### config.mk
export PLATFORM = sky130hd
export DESIGN_NAME = fmc_adc_frame_decoder
export DESIGN_NICKNAME = d
export VERILOG_FILES = /design/src/rtl/fmc_adc_pkg.sv /design/src/rtl/fmc_adc_lane_deser.sv /design/src/rtl/fmc_adc_frame_decoder.sv
export SDC_FILE = /design/constraint.sdc
export NUM_CORES = 1
export LEC_CHECK = 0
export ABC_AREA = 1
export CAP_MARGIN = 0
export CELL_PAD_IN_SITES_DETAIL_PLACEMENT = 0
export CELL_PAD_IN_SITES_GLOBAL_PLACEMENT = 1
export CORE_ASPECT_RATIO = 1.75
export CORE_UTILIZATION = 47
export CTS_BUF_LIST = sky130_fd_sc_hd__clkbuf_4 sky130_fd_sc_hd__clkbuf_8
export DETAILED_ROUTE_END_ITERATION = 16
export PLACE_DENSITY = 0.94
export SYNTH_ARGS = -nofsm -noshare
export SYNTH_HDL_FRONTEND = slang
export SYNTH_SLANG_ARGS = --single-unit
### constraint.sdc
create_clock -name clk_i -period 10.2 [get_ports clk_i]
set_input_delay 1.02 -clock clk_i [delete_from_list [all_inputs] [get_ports clk_i]]
set_output_delay 1.02 -clock clk_i [all_outputs]
set_load 0.02 [all_outputs]
### src/rtl/fmc_adc_pkg.sv
// Shared types and constants for the FMC ADC frame decoder.
// Holds the FSM state type, channel/frame geometry and the per-channel sample bundle.
package fmc_adc_pkg;

  typedef enum logic [1:0] {
    HUNT   = 2'd0,
    CHECK  = 2'd1,
    LOCKED = 2'd2
  } t_fr_state;

  localparam int c_ADC_NCHAN   = 4;
  localparam int c_FRAME_SLOTS = 8;
  localparam int c_SAMPLE_W    = 14;

  typedef logic [c_ADC_NCHAN-1:0][c_SAMPLE_W+1:0] t_sample_array;

endpackage

### src/rtl/fmc_adc_lane_deser.sv
// Per-channel odd/even lane shift registers with bit interleave.
// Produces the 14-bit sample left-aligned in 16 bits; the pad pair is dropped.
module fmc_adc_lane_deser
  import fmc_adc_pkg::*;
(
  input  logic                  clk_i,
  input  logic                  rst_i,
  input  logic                  odd_i,
  input  logic                  even_i,
  output logic [c_SAMPLE_W+1:0] sample_o
);

  logic [c_FRAME_SLOTS-1:0] odd_sr_q, odd_sr_d;
  logic [c_FRAME_SLOTS-1:0] even_sr_q, even_sr_d;

  always_comb begin
    odd_sr_d  = {odd_sr_q[c_FRAME_SLOTS-2:0], odd_i};
    even_sr_d = {even_sr_q[c_FRAME_SLOTS-2:0], even_i};
    // Slot 0 (LSB) holds the pad pair; it falls off the bottom of the sample.
    sample_o = '0;
    for (int i = 1; i < c_FRAME_SLOTS; i++) begin
      sample_o[2*i+1] = odd_sr_q[i];
      sample_o[2*i]   = even_sr_q[i];
    end
  end

  always_ff @(posedge clk_i or posedge rst_i) begin
    if (rst_i) begin
      odd_sr_q  <= '0;
      even_sr_q <= '0;
    end else begin
      odd_sr_q  <= odd_sr_d;
      even_sr_q <= even_sr_d;
    end
  end

endmodule

### src/rtl/fmc_adc_frame_decoder.sv
// LTC2174-style 2-lane serial frame decoder: FR hunt/lock FSM, sample
// assembly for four channels and a saturating frame-error counter.
module fmc_adc_frame_decoder
  import fmc_adc_pkg::*;
#(
  parameter int unsigned g_LOCK_FRAMES = 4,
  parameter int unsigned g_UNLOCK_ERRS = 2,
  parameter logic [7:0]  g_FR_PATTERN  = 8'hF0
) (
  input  logic                   clk_i,
  input  logic                   rst_i,
  input  logic                   en_i,
  input  logic                   fr_i,
  input  logic [c_ADC_NCHAN-1:0] lane_odd_i,
  input  logic [c_ADC_NCHAN-1:0] lane_even_i,
  input  logic                   clr_cnt_i,
  output logic [63:0]            data_o,
  output logic                   valid_o,
  output logic                   locked_o,
  output logic                   frame_err_o,
  output logic [15:0]            err_cnt_o
);

  t_fr_state     state_q, state_d;
  logic [7:0]    fr_sr_q, fr_sr_d;
  logic [2:0]    slot_q, slot_d;
  logic [7:0]    good_cnt_q, good_cnt_d;
  logic [7:0]    err_run_q, err_run_d;
  t_sample_array data_q, data_d;
  logic          valid_q, valid_d;
  logic          locked_q, locked_d;
  logic          frame_err_q, frame_err_d;
  logic [15:0]   err_cnt_q, err_cnt_d;
  t_sample_array samples;
  logic          fr_match;
  logic          boundary;

  function automatic logic [15:0] sat_inc(input logic [15:0] v);
    return (v == 16'hFFFF) ? v : v + 16'd1;
  endfunction

  for (genvar c = 0; c < c_ADC_NCHAN; c++) begin : g_deser
    fmc_adc_lane_deser u_deser (
      .clk_i    (clk_i),
      .rst_i    (rst_i),
      .odd_i    (lane_odd_i[c]),
      .even_i   (lane_even_i[c]),
      .sample_o (samples[c])
    );
  end

  always_comb begin
    fr_sr_d     = {fr_sr_q[6:0], fr_i};
    slot_d      = slot_q + 3'd1;
    state_d     = state_q;
    good_cnt_d  = good_cnt_q;
    err_run_d   = err_run_q;
    data_d      = data_q;
    valid_d     = 1'b0;
    frame_err_d = 1'b0;
    err_cnt_d   = err_cnt_q;
    // Decisions use the registers after the edge that shifted in the last slot.
    fr_match    = (fr_sr_q == g_FR_PATTERN);
    boundary    = (slot_q == 3'(c_FRAME_SLOTS - 1));

    if (!en_i) begin
      state_d    = HUNT;
      good_cnt_d = '0;
      err_run_d  = '0;
    end else begin
      unique case (state_q)
        HUNT: begin
          if (fr_match) begin
            slot_d     = '0;
            good_cnt_d = 8'd1;
            state_d    = CHECK;
          end
        end
        CHECK: begin
          if (boundary) begin
            if (fr_match) begin
              good_cnt_d = good_cnt_q + 8'd1;
              if (good_cnt_d == 8'(g_LOCK_FRAMES)) begin
                state_d   = LOCKED;
                err_run_d = '0;
              end
            end else begin
              state_d    = HUNT;
              good_cnt_d = '0;
            end
          end
        end
        LOCKED: begin
          if (boundary) begin
            if (fr_match) begin
              data_d    = samples;
              valid_d   = 1'b1;
              err_run_d = '0;
            end else begin
              frame_err_d = 1'b1;
              err_cnt_d   = sat_inc(err_cnt_q);
              err_run_d   = err_run_q + 8'd1;
              if (err_run_d == 8'(g_UNLOCK_ERRS)) begin
                state_d    = HUNT;
                err_run_d  = '0;
                good_cnt_d = '0;
              end
            end
          end
        end
        default: state_d = HUNT;
      endcase
    end

    if (clr_cnt_i) err_cnt_d = '0;
    locked_d = (state_d == LOCKED);
  end

  always_ff @(posedge clk_i or posedge rst_i) begin
    if (rst_i) begin
      state_q     <= HUNT;
      fr_sr_q     <= '0;
      slot_q      <= '0;
      good_cnt_q  <= '0;
      err_run_q   <= '0;
      data_q      <= '0;
      valid_q     <= 1'b0;
      locked_q    <= 1'b0;
      frame_err_q <= 1'b0;
      err_cnt_q   <= '0;
    end else begin
      state_q     <= state_d;
      fr_sr_q     <= fr_sr_d;
      slot_q      <= slot_d;
      good_cnt_q  <= good_cnt_d;
      err_run_q   <= err_run_d;
      data_q      <= data_d;
      valid_q     <= valid_d;
      locked_q    <= locked_d;
      frame_err_q <= frame_err_d;
      err_cnt_q   <= err_cnt_d;
    end
  end

  assign data_o      = data_q;
  assign valid_o     = valid_q;
  assign locked_o    = locked_q;
  assign frame_err_o = frame_err_q;
  assign err_cnt_o   = err_cnt_q;

endmodule
Figure 1. Supply network (run 1).
Bar = 20 um. Pins as bars on the die edge.
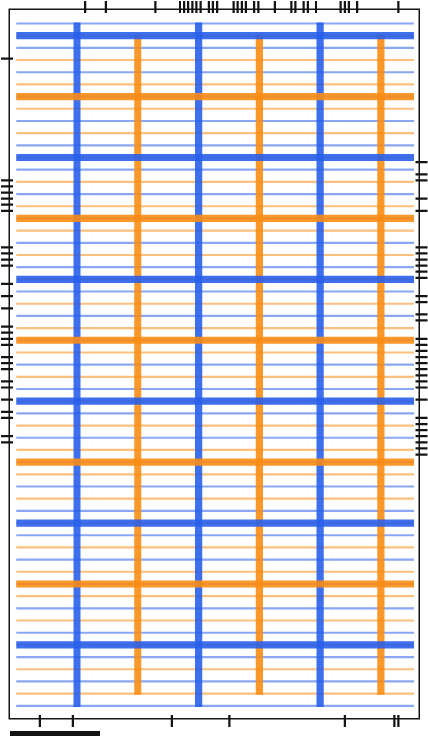
- blue: VSS
- orange: VDD
- rows: 56
- signal pins: 96
- met5 straps: 11
- met1 rails: 57
- met4 straps: 6

Figure 2. Placement by cell class (run 1).
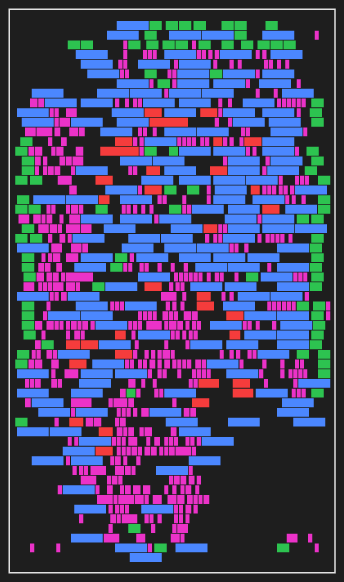
- green: remaining buffers and delay cells (cells 89)
- blue: registers (cells 168)
- red: clock drivers and dummy loads (cells 32)
- magenta: remaining logic cells (cells 486)

==> notes.md, run 1 <==
Status on the layout run. Per the synth stats, the flop cell with the highest instance count is dfrtp_1. Met3 layer wire length in the routed design landed at 555 um. Final weighted congestion in routability-driven placement landed at slightly below 0.9. Initial cell density of the core landed at 0.484. Yosys cell count landed at 671. Warning total across the stage logs landed at 32. Number of setup buffers added after CTS landed at 0. Via total after detailed routing landed at between 4000 and 5000.

Number of H-tree levels landed at 4. STA classifies the critical path endpoint as a register. Count of pins on the block boundary landed at 96. Final critical delay including setup and external delays landed at 3.00 ns. Counting flops with an async set or reset pin after synthesis yields a share of 1.00.

The last timing report of the flow puts the setup violation total at 0. Summed over all nets, the half-perimeter wirelength after detailed placement is 8.54 mm. Maximum clock rate landed at between 300 and 400 MHz. After synthesis, the netlist uses 33 different library cells. Mean instance size in the synthesized netlist landed at 9.75 sq um. Number of synthesized register bits landed at 168. The share of the Yosys chip area taken by registers is 0.643. Hold violation count in the final report landed at 0.

Global-route usage over all layers landed at 0.192. Wire length of the first global-routing pass landed at around 22 mm. DRC violations left landed at 0. Per the run report, area growth between synthesis and finish was 21.8%. Placement-stage cell area landed at between 0.007 and 0.008 sq mm. Across all checked pins, the minimum headroom to the slew limit is 0.401. Transition time at the pin with the least slew margin landed at 0.897 ns. Routed wire length landed at 12.6 mm. The skew report gives the latency at the later pin of the worst-skew pair as 0.45 ns. Recorded from the global router log, the overflow total was 0.

Post-layout instance area landed at 0.00796 sq mm. Number of fill cells landed at 1112. Count of cells along the worst register-to-register path landed at 10.

The detailed placer reported the number of placed instances as approximately 900. Iteration count of the initial detailed-routing pass landed at 4. Number of instances in the synthesized netlist landed at about 670. Looking at hold timing, the worst path starts from g_deser[3].u_deser.odd_sr_q[0]. The worst setup path is launched from an input port. Traced cell by cell, the critical path runs through clkdlybuf4s50_1, nand2_1, inv_1, nand2_1, nor2_4, buf_4, inv_2, nand2_1, nand2_1. Number of CTS-inserted buffers landed at 17. Quantity of gates resized following cts landed at 0. Largest net degree at the start of global routing landed at 101. Note that the worst hold path type here is register to register. Before any placement, the netlist area is recorded as around 0.0065 sq mm. Per the final report, max-transition violations number 0.

Routed length on met2 landed at 6.51 mm. The final layout contains 785 nets. The tree built by TritonCTS fans out to 168 sinks. Leaving out fill and tap cells, the most frequent cell in the layout is nand2_1. Met1 wire length landed at a little over 5 mm.

For this run, the detailed router reports a per-instance via density of 4.98. TritonCTS built the clock tree. The top cell types in the final layout, fill and taps aside, are 268 x nand2_1, 168 x dfrtp_1, 87 x clkdlybuf4s50_1.

Among all stages on the critical path, the maximum delay recorded is 0.54 ns. The timing report shows that the slowest cell on the worst path is clkdlybuf4s50_1. The design draws approximately 1.2 mW. CTS placed an instance of clkbuf_8 at the clock tree root. The synthesized design contains 0 enable-type register cells. Number of max-cap violations landed at 0.

Highest net fanout along the worst path landed at 58. The number of global-route vias before repair is 4760. Number of diodes landed at 0. Per the timing report, the most critical flop-to-flop path originates at state_q[0]. The final report lists a non-filler cell total of around 950.

Clock slew at the register clock pins of the worst setup and hold paths landed at 0.10 ns. Remaining number of nets flagged by the antenna check after routing landed at 0. Setup total negative slack on the finished layout was measured at 0 ns. The highest layer touched by signal routing is met4. Initial antenna violation count landed at 0. Maximum vdd drop landed at just under 0.00009 V.

Leakage power of the design landed at just under 4 nW. Setup repair after global routing left no endpoint under its margin. The flow reported a cell area power density of approximately 160 mW/mm^2. Count of input and output buffers landed at 87. Worst hold slack landed at approximately 0.36 ns. In this run, post-CTS hold repair placed 0 buffers.

STA lists the endpoint of the worst register-to-register path as data_o[12]. Final setup skew landed at 0.0157 ns. Total core area landed at 0.0135 sq mm.

The detailed router finished its first iteration with 287 violations. The worst hold path terminates at g_deser[3].u_deser.odd_sr_q[1]. The flow ran to the end, and the final reports show no timing, DRC or antenna violations.
Figure 3. Clock wires, drivers and flops (run 1).
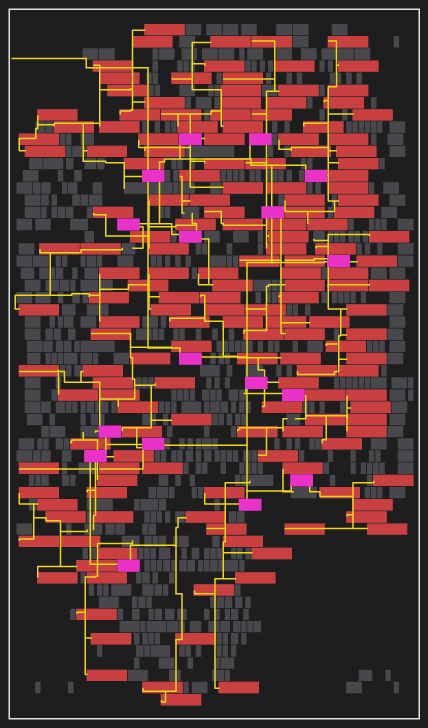
- red: flip-flops (count 168)
- yellow: clock wires (length 1740 um)
- magenta: clock-net drivers (count 17)
- routed clock nets: 18

[run 1: cell usage after synthesis, types with 2 or more instances]
cell type  instances  area, sq um
a21oi_1            7         35.0
buf_2              7         35.0
buf_4             11         82.6
buf_6              2         22.5
clkbuf_1           4         15.0
dfrtp_1          168         4200
ha_1              10          125
inv_1             45          169
inv_2             11         41.3
nand2_1          268         1010
nand2_2            4         25.0
nand3_1           30          150
nand4_1           17          106
nor2_1            31          116
nor2_2             2         12.5
nor2_4             2         22.5
nor3_1             6         30.0
nor4_1             2         12.5
o21ai_0            4         20.0
o21ai_1           13         65.1
o21ai_2            6         52.6
o31ai_1            6         45.0
xor2_1             5         43.8
[run 1: metal layers]
layer  vias up  track usage
met4         0        0.108
met5         -            0
met3        36       0.0480
met2       135        0.341
li1       2280            -
met1      2277        0.208
[run 1: area by class of cell]
class / count / area, sq um / area share
clock buffers: 17 / 234 / 0.0294
inverters: 56 / 215 / 0.0270
clock inverters: 15 / 201 / 0.0253
flip-flops and latches: 168 / 4200 / 0.528
repair buffers: 89 / 886 / 0.111
multi-input cells: 430 / 2000 / 0.252
well taps: 174 / 218 / 0.0273
[run 1: cell families (layout without fill, tap and decap cells)]
family,after synthesis,in the layout,share of synthesized area
flip-flops,168,168,0.643
other,1,8,0.000573
AND/OR/NAND/NOR,366,366,0.234
buffers and inverters,80,177,0.0559
XOR/XNOR,6,6,0.00804
adder cells (fa/ha/maj),10,10,0.0191
AND-OR/OR-AND,40,40,0.0394
[run 1: state kept, by name, indices dropped and copies added (netlist names)]
register,flops
g_deser.u_deser.odd_sr_q,32
g_deser.u_deser.even_sr_q,32
good_cnt_q,8
valid_o,1
frame_err_o,1
err_cnt_o,16
state_q,2
fr_sr_q,8
data_o,56
err_run_q,8
slot_q,3
locked_o,1
[run 1: worst max-delay path: cells and delay by family]
kind / cells / cell delay (ns)
simple gates: 5 / 0.59
buf+inv: 4 / 1.65
[run 1: worst max path at each step]
stage	slack, ns	from	endpoint	cells after the start
global placement	6.84	en_i	data_o[51]	9
floorplan	4.63	rst_i	data_o[10]	1
CTS	7.25	en_i	data_o[12]	9
finish	7.20	en_i	data_o[12]	9
detailed placement	6.78	en_i	data_o[12]	9
global route	7.05	en_i	data_o[12]	9
[run 1: stage by stage]
step | utilization | worst slack (ns)
detailed placement | 0.557 | 6.78
finish | 0.589 | 7.20
floorplan | - | 4.63
CTS | 0.589 | 7.25
global route | 0.589 | 7.05
global placement | 0.557 | 6.84
[run 1: power breakdown]
group / switching [mW] / total [mW] / internal (mW)
combinational: 0.0325 / 0.0447 / 0.0123
sequential: 0.00818 / 0.693 / 0.685
clock: 0.267 / 0.501 / 0.234
total: 0.308 / 1.24 / 0.930
## Run 2: what changed since run 1
- CORE_UTILIZATION: 47 -> 39
- PLACE_DENSITY: 0.94 -> 0.84
- clock period: 10.2 -> 2.5 ns (I/O delays scaled with it)
Figure 4. Routing congestion map (run 2).
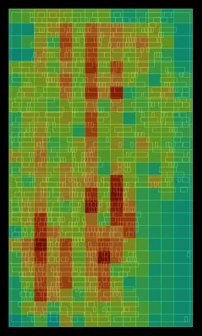
fin util: 0.489
global-route met2 utilization: 0.288
met3 Use GR: 0.0315
met1 routing resource usage after global routing: 0.188

Figure 5. Placement by cell class (run 2).
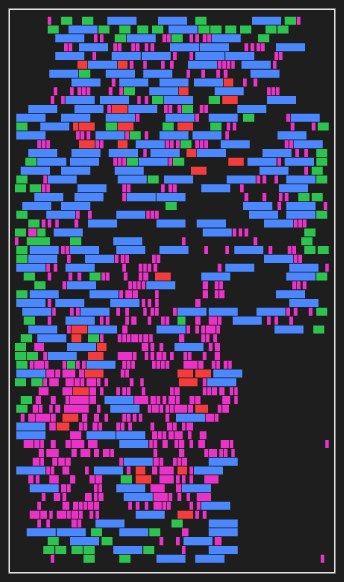
Core Rows: 62
floorplan core area: 0.0164 sq mm
sequential share of cell area: 0.526
post-route design area: 0.00800 sq mm

==> notes.md, run 2 <==
Status on the layout run. Setup slack on the worst reg-to-reg path comes out at 0.33 ns. Worst-case setup margin in the final layout landed at around 0.33 ns. By instance count, the leading cell after synthesis is nand2_1.

Count of cells along the worst register-to-register path landed at 10. The synthesized design contains 0 enable-type register cells. Number of global-route vias before repair landed at 4568.

Area of the die landed at about 0.017 sq mm. The clock H-tree reported by CTS has 4 levels. Count of endpoints failing setup in the final report landed at 0.

Worst slew margin relative to its limit landed at 0.331. The run finished with clean final reports. The layout summary lists the proportion of cells stronger than drive strength 1 as 0.0875.

The endpoint of the worst hold path is reported as g_deser[1].u_deser.even_sr_q[0]. Looking at the cell usage after synthesis, the top flip-flop cell is dfrtp_1. The final timing report lists clock skew as 0.0109 ns. Part of the Yosys area used for sequential elements landed at 0.643.

Share of flip-flops with an asynchronous set or reset landed at 1.00. Average routed wire per standard cell landed at ~13 um. Count of input and output buffers landed at 87.

Warning total across the stage logs landed at 32. Netlist area before placement landed at 0.00654 sq mm. Placement-stage cell area landed at 0.00762 sq mm. Hold violation count in the final report landed at 0. Arrival time at the worst endpoint landed at 2.51 ns. The final timing report lists a max-slew violation count of 0. Ranking logic cells in the layout by count gives the top entries 268 x nand2_1, 168 x dfrtp_1, 87 x clkdlybuf4s50_1.

Per the Yosys statistics, synthesis produced 671 cells. The pre-CTS setup check shows a worst slack of 0.352 ns. For this configuration, the core starts out at a cell density of 0.400. Remaining number of nets flagged by the antenna check after routing landed at 0. The worst VDD IR drop from the latest analysis is 0.000402 V. The synthesis report lists the most area-consuming cells as dfrtp_1 64%, nand2_1 15%, inv_1 2.6%. Data required time of the critical path landed at between 2 and 3 ns. Iteration count of the initial detailed-routing pass landed at 4. The type recorded for the worst min-delay path is input port to register. Mean instance size in the synthesized netlist landed at between 9 and 10 sq um. The script logs the ratio of routed vias to standard cells as 4.58. Detailed placement ended at an HPWL of 8.50 mm. In the global route stage, overall resource usage came out at 0.163.

For this run, the chip area from Yosys synthesis comes to around 0.0065 sq mm. Number of max-cap violations landed at 0. Number of instances in the synthesized netlist landed at 671. Highest net fanout along the worst path landed at 23. Measured along the x axis, the die boundary spans about 100 um.

Clock net sink count landed at around 170. Number of distinct library cell variants in the gate-level netlist after synthesis landed at 33. The endpoint identified for the worst register-to-register timing path is err_cnt_o[11]. Once the clock tree was built, the setup fixing pass inserted 0 buffers. Detailed routing inserted a total of 4586 vias.

Synthesis inferred between 150 and 200 register bits. Worst-case clock buffer depth landed at 2. Per the skew report, the later register of the worst-skew pair sees a clock latency of around 0.46 ns. The first global-routing pass estimated 22.1 mm of wire. Entering global routing, the biggest net connects 110 pins.

Setup TNS landed at 0 ns. For the worst reg-to-reg path, the startpoint reported by OpenROAD is err_cnt_o[0]. Total power after layout landed at 4.85 mW. The critical path in this run is classified as register to register. During I/O placement, the number of pins put on the boundary was 96. Looking at area per cell type in the netlist, the leader is dfrtp_1.

Area growth from synthesis to final layout landed at 22.3%. DRC violations left landed at 0. The number of antenna diodes in the final layout is 0.

Final worst-path cycle share landed at 0.867. The smallest clock period supported by the final layout is computed as 2.17 ns. The worst setup path is launched from a register.

TritonCTS built the clock tree. Setup repair after global routing left no endpoint under its margin. Routed wire length landed at approximately 13 mm. Sum of overflow across all layers after global routing landed at 0.

The number of cells on the worst hold path is listed as 1. Power spread over the standard cell area amounts to 607 mW/mm^2. The leakage power in the latest report is 3.87 nW. Number of flip-flops in the largest register landed at ~56.

Number of fill cells landed at 1604. The worst setup path is captured at a register. Count of nets after finishing landed at slightly below 800. Number of design-rule violations left by the first detailed-router iteration landed at 214. The pin closest to its max-slew limit shows a slew of 1.00 ns. Post-CTS repair changed the size of 0 cells. Final weighted congestion in routability-driven placement landed at ~0.84. Leaving out fill and tap cells, the most frequent cell in the layout is nand2_1. Number of warnings printed during yosys synthesis landed at 0. Derived from the worst setup path, the maximum achievable clock frequency is 462 MHz. Share of Yosys cell area claimed by the top area cell type landed at 0.643. The floorplan step set the die height to 173 um.

The initial antenna violation count was 0. STA lists the startpoint of the worst hold path as lane_even_i[1]. On the reported timing paths, the clock transition at the registers reads 0.10 ns.

Per the CTS log, the root buffer master is clkbuf_8. Count of hold-fix buffers inserted at cts landed at 0. Number of CTS-inserted buffers landed at 17.

The commonest cells after synthesis are 268 x nand2_1, 168 x dfrtp_1, 45 x inv_1, 31 x nor2_1, 30 x nand3_1.
-- run 2: cell counts after synthesis --
Identical to the previous run, type by type.
-- run 2: cell type report --
cell class,instances,area [sq um],share of cell area
clock inverter,15,148,0.0185
inverter,56,214,0.0268
tap,224,280,0.0350
clock buffer,17,234,0.0293
sequential,168,4200,0.526
multi-input combinational,430,2000,0.251
timing repair buffer,91,913,0.114
-- run 2: power breakdown --
group | total, mW | switching [mW] | internal (mW)
sequential | 2.83 | 0.0330 | 2.79
combinational | 0.184 | 0.130 | 0.0535
clock | 1.84 | 1.10 | 0.743
total | 4.85 | 1.26 | 3.59
-- run 2: worst max path at each step --
stage / end / slack, ns / from / cells after the start
4_1_cts: err_cnt_o[11] / 0.35 / err_cnt_o[0] / 10
5_1_grt: err_cnt_o[11] / 0.14 / err_cnt_o[0] / 10
3_3_place_gp: err_cnt_o[11] / 0.38 / en_i / 10
2_1_floorplan: data_o[10] / 0.11 / rst_i / 1
6_report: err_cnt_o[11] / 0.33 / err_cnt_o[0] / 10
3_5_place_dp: err_cnt_o[11] / 0.35 / err_cnt_o[0] / 10
-- run 2: cell families (layout without fill, tap and decap cells) --
group	count (synthesis)	in the layout	share of synthesized area
AND-OR/OR-AND	40	40	0.0394
adder cells (fa/ha/maj)	10	10	0.0191
AND/OR/NAND/NOR	366	366	0.234
buffers and inverters	80	179	0.0559
flip-flops	168	168	0.643
XOR/XNOR	6	6	0.00804
other	1	8	0.000573
-- run 2: stage by stage --
| step | hold WS (ns) | instances | util |
|---|---|---|---|
| 6_report | 0.218 | 1001 | 0.489 |
| 5_1_grt | 0.207 | 1001 | 0.489 |
| 4_1_cts | 0.195 | 1001 | 0.489 |
| 3_5_place_dp | 0.336 | 969 | 0.465 |
| 3_3_place_gp | 0.332 | 969 | 0.465 |
| 2_1_floorplan | 0.281 | 678 | - |
-- run 2: per-layer routing --
layer / track usage / vias up / routed length (um)
met5: 0 / - / 0
met4: 0.0717 / 0 / 288
met3: 0.0315 / 20 / 349
met2: 0.288 / 75 / 6750
met1: 0.188 / 2212 / 5350
li1: - / 2279 / -
-- run 2: worst max-delay path, cell delays in order, from the launching register on --
cell     delay (ns)
dfrtp_1        0.46
ha_1           0.24
nand2_2        0.10
nor2_4         0.13
nand2_2        0.09
nor2_4         0.14
nand4_4        0.11
o21ai_4        0.30
nand2_4        0.24
a21oi_1        0.19
nor2_1         0.06
## Run 3: what changed since run 2
- CTS_CLUSTER_DIAMETER: default -> 40
- SETUP_SLACK_MARGIN: default -> 0.05
Figure 6. Routed metal, one color a layer (run 3).
Bar = 20 um.
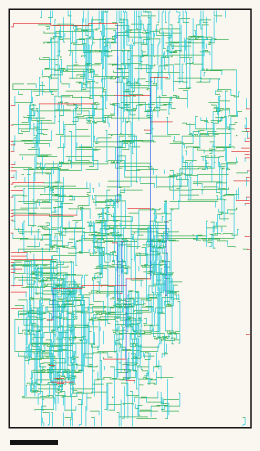
- cyan: M2 (wire length 6750 um)
- blue: M4 (wire length 288 um)
- red: M3 (wire length 349 um)
- green: M1 (wire length 5350 um)

Figure 7. Clock wires, drivers and flops (run 3).
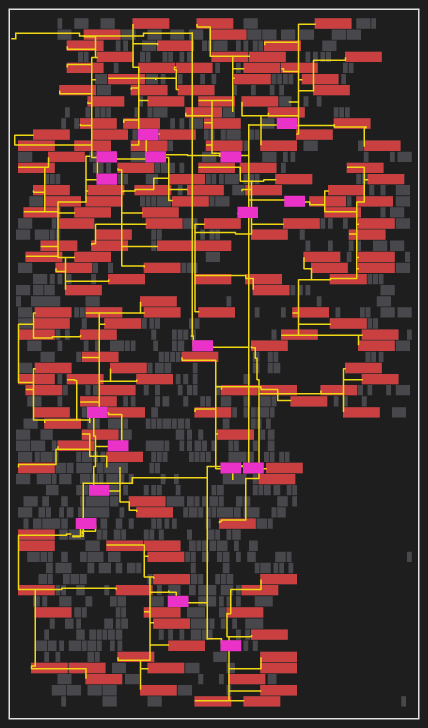
- red: flip-flops (count 168)
- magenta: clock-net drivers (count 17)
- yellow: clock wires (length 1870 um)
- flops lie: spread over the die

==> notes.md, run 3 <==
Status on the layout run. The most common cell in the synthesized netlist is nand2_1. After synthesis, the netlist uses 33 different library cells. The area growth from synthesis to layout is 22.3%. The number of global-route vias before repair is approximately 4600. Hold violation count in the final report landed at 0. Quantity of gates resized following cts landed at 0. For this configuration, the core starts out at a cell density of 0.400. The stat command in Yosys gives a chip area of 0.00654 sq mm. In this run the VDD rail shows a maximum IR drop of between 0.0004 and 0.0005 V. Final worst-path cycle share landed at 0.867. Number of design-rule violations left by the first detailed-router iteration landed at 214.

After synthesis, the most frequently instantiated cells are 268 x nand2_1, 168 x dfrtp_1, 45 x inv_1, 31 x nor2_1, 30 x nand3_1. The CTS report gives the tree buffer count as 17. Vertical die dimension landed at 173 um. Number of flip-flops in the largest register landed at around 56. Warning total across the stage logs landed at 32. Detailed routing inserted a total of approximately 4600 vias. Post-layout instance area landed at 0.00800 sq mm. Per the CTS log, the maximum H-tree level is 4. Part of the Yosys area used for sequential elements landed at 0.643. Register area landed at 0.00420 sq mm. Count of cells along the worst register-to-register path landed at 10. The tightest min-delay check is of the input port to register type.

Counting flops and latches in the post-synthesis netlist gives approximately 170. The report counts max-capacitance violations totalling 0. STA classifies the critical path endpoint as a register. The flow ran to the end, and the final reports show no timing, DRC or antenna violations. The Yosys step of the flow raised 0 warnings. At the worst endpoint, the required time is 2.84 ns. Setup repair after global routing left no endpoint under its margin. Initial antenna violation count landed at 0. Counting every instance in the synthesized netlist gives approximately 670. Chip width landed at 99.9 um. Clock network latency to the later pin of the worst-skew pair landed at 0.46 ns. Area of the die landed at 0.0173 sq mm. Clock slew at the register clock pins of the worst setup and hold paths landed at 0.10 ns. Final weighted congestion in routability-driven placement landed at 0.843. The critical path maximum fanout is 23.

The first global-routing pass estimated 22.1 mm of wire. Netlist area before placement landed at 0.00654 sq mm. Count of nets after finishing landed at 787.

Average routed wire per standard cell landed at 12.7 um. Area of the multi-input gates landed at 0.00200 sq mm. By instance count after routing, the leading logic cell types are 268 x nand2_1, 168 x dfrtp_1, 87 x clkdlybuf4s50_1.

The area fraction of the largest cell type after synthesis is 0.643. Placement row count landed at 62. Looking at area per cell type in the netlist, the leader is dfrtp_1. Note, the detailed placer reported a final HPWL of 8.50 mm. Using the TritonRoute via totals, the vias-per-cell ratio works out to 4.58.

Final non-filler cell total landed at 1001. Placed cell count landed at 969. Worst-case clock buffer depth landed at 2.

Maximum clock rate landed at 462 MHz. Routed wire length landed at 12.7 mm. Share of the core filled with cells landed at 0.489.

Count of pins on the block boundary landed at approximately 96. By instance count after routing, the leading logic cell type is nand2_1. DRC violations left landed at 0. The worst setup path is launched from a register. Per the CTS log, the root buffer master is clkbuf_8. The timing report shows that the slowest cell on the worst path is dfrtp_1. The main area contributors are dfrtp_1 64%, nand2_1 15%, inv_1 2.6%. Per the final layout report, the fraction of cells sized above drive strength 1 comes to 0.0875. Count of input and output buffers landed at 87. The detail route stage leaves a number of antenna-violating nets equal to 0. Number of setup buffers added after CTS landed at 0. Count of hold-fix buffers inserted at cts landed at 0. Looking at the setup timing report, the critical path kind is register to register. TritonCTS built the clock tree. Worst slew margin relative to its limit landed at 0.331.

At the pin with the least slew margin, the transition time is 1.00 ns. Max-slew violation total from the final report landed at 0. Yosys mapped a number of flops with a built-in enable equal to 0. In this run the critical path is formed by ha_1, nand2_2, nor2_4, nand2_2, nor2_4, nand4_4, o21ai_4, nand2_4, a21oi_1, nor2_1. Number of cells on the worst hold path landed at 1. On the worst path, the slowest cell contributes a delay of 0.46 ns. Number of diodes landed at 0. For the finished layout, the period the worst path requires is 2.17 ns. Entering global routing, the biggest net connects 110 pins. Mean instance size in the synthesized netlist landed at 9.75 sq um. CTS saw 168 sinks. Sum of overflow across all layers after global routing landed at 0.

Placement-stage cell area landed at 0.00762 sq mm.
==> run 3: worst max-delay path: cells and delay by family, from the launching register on <==
| kind | cells | cell delay [ns] |
|---|---|---|
| and+or+nand+nor | 7 | 0.87 |
| AOI/OAI and AO/OA | 2 | 0.49 |
| DFF | 1 | 0.46 |
| adders and majority gates | 1 | 0.24 |
==> run 3: worst paths after layout <==
path	start	slack, ns	end
max in group asynchronous	rst_i	1.57	good_cnt_q[1]
min in group asynchronous	rst_i	0.28	g_deser[1].u_deser.even_sr_q[0]
hold reg to reg	g_deser[3].u_deser.even_sr_q[0]	0.36	g_deser[3].u_deser.even_sr_q[1]
hold / removal	lane_even_i[1]	0.22	g_deser[1].u_deser.even_sr_q[0]
setup / recovery	err_cnt_o[0]	0.33	err_cnt_o[11]
setup reg to reg	err_cnt_o[0]	0.33	err_cnt_o[11]
==> run 3: layout make-up <==
class,count,area share
flip-flops and latches,168,0.526
inverters,56,0.0268
clock buffers,17,0.0293
repair buffers,91,0.114
multi-input cells,430,0.251
clock inverters,15,0.0185
well taps,224,0.0350
==> run 3: cell families after synthesis <==
kind of cell,synth area share
simple gates,0.234
flops,0.643
buf+inv,0.0559
compound gates,0.0394
fa+ha+maj,0.0191
xor+xnor,0.00804
other cells,0.000573
==> run 3: where the power goes <==
group | internal (mW) | switching [mW]
combinational | 0.0535 | 0.130
clock | 0.743 | 1.10
sequential | 2.79 | 0.0330
total | 3.59 | 1.26
==> run 3: per-layer routing <==
metal | wire length, um | track usage | up-vias
li1 | - | - | 2279
met1 | 5350 | 0.188 | 2212
met2 | 6750 | 0.288 | 75
met3 | 349 | 0.0315 | 20
met4 | 288 | 0.0717 | 0
met5 | 0 | 0 | -
==> run 3: metrics by stage <==
step	hold WS [ns]	setup slack, ns
final	0.218	0.333
after global routing	0.207	0.142
after CTS	0.195	0.346
after detailed placement	0.336	0.352
after global placement	0.332	0.378
after floorplan	0.281	0.109
Power figures rest on the tool's default switching activity, not on a simulated workload.
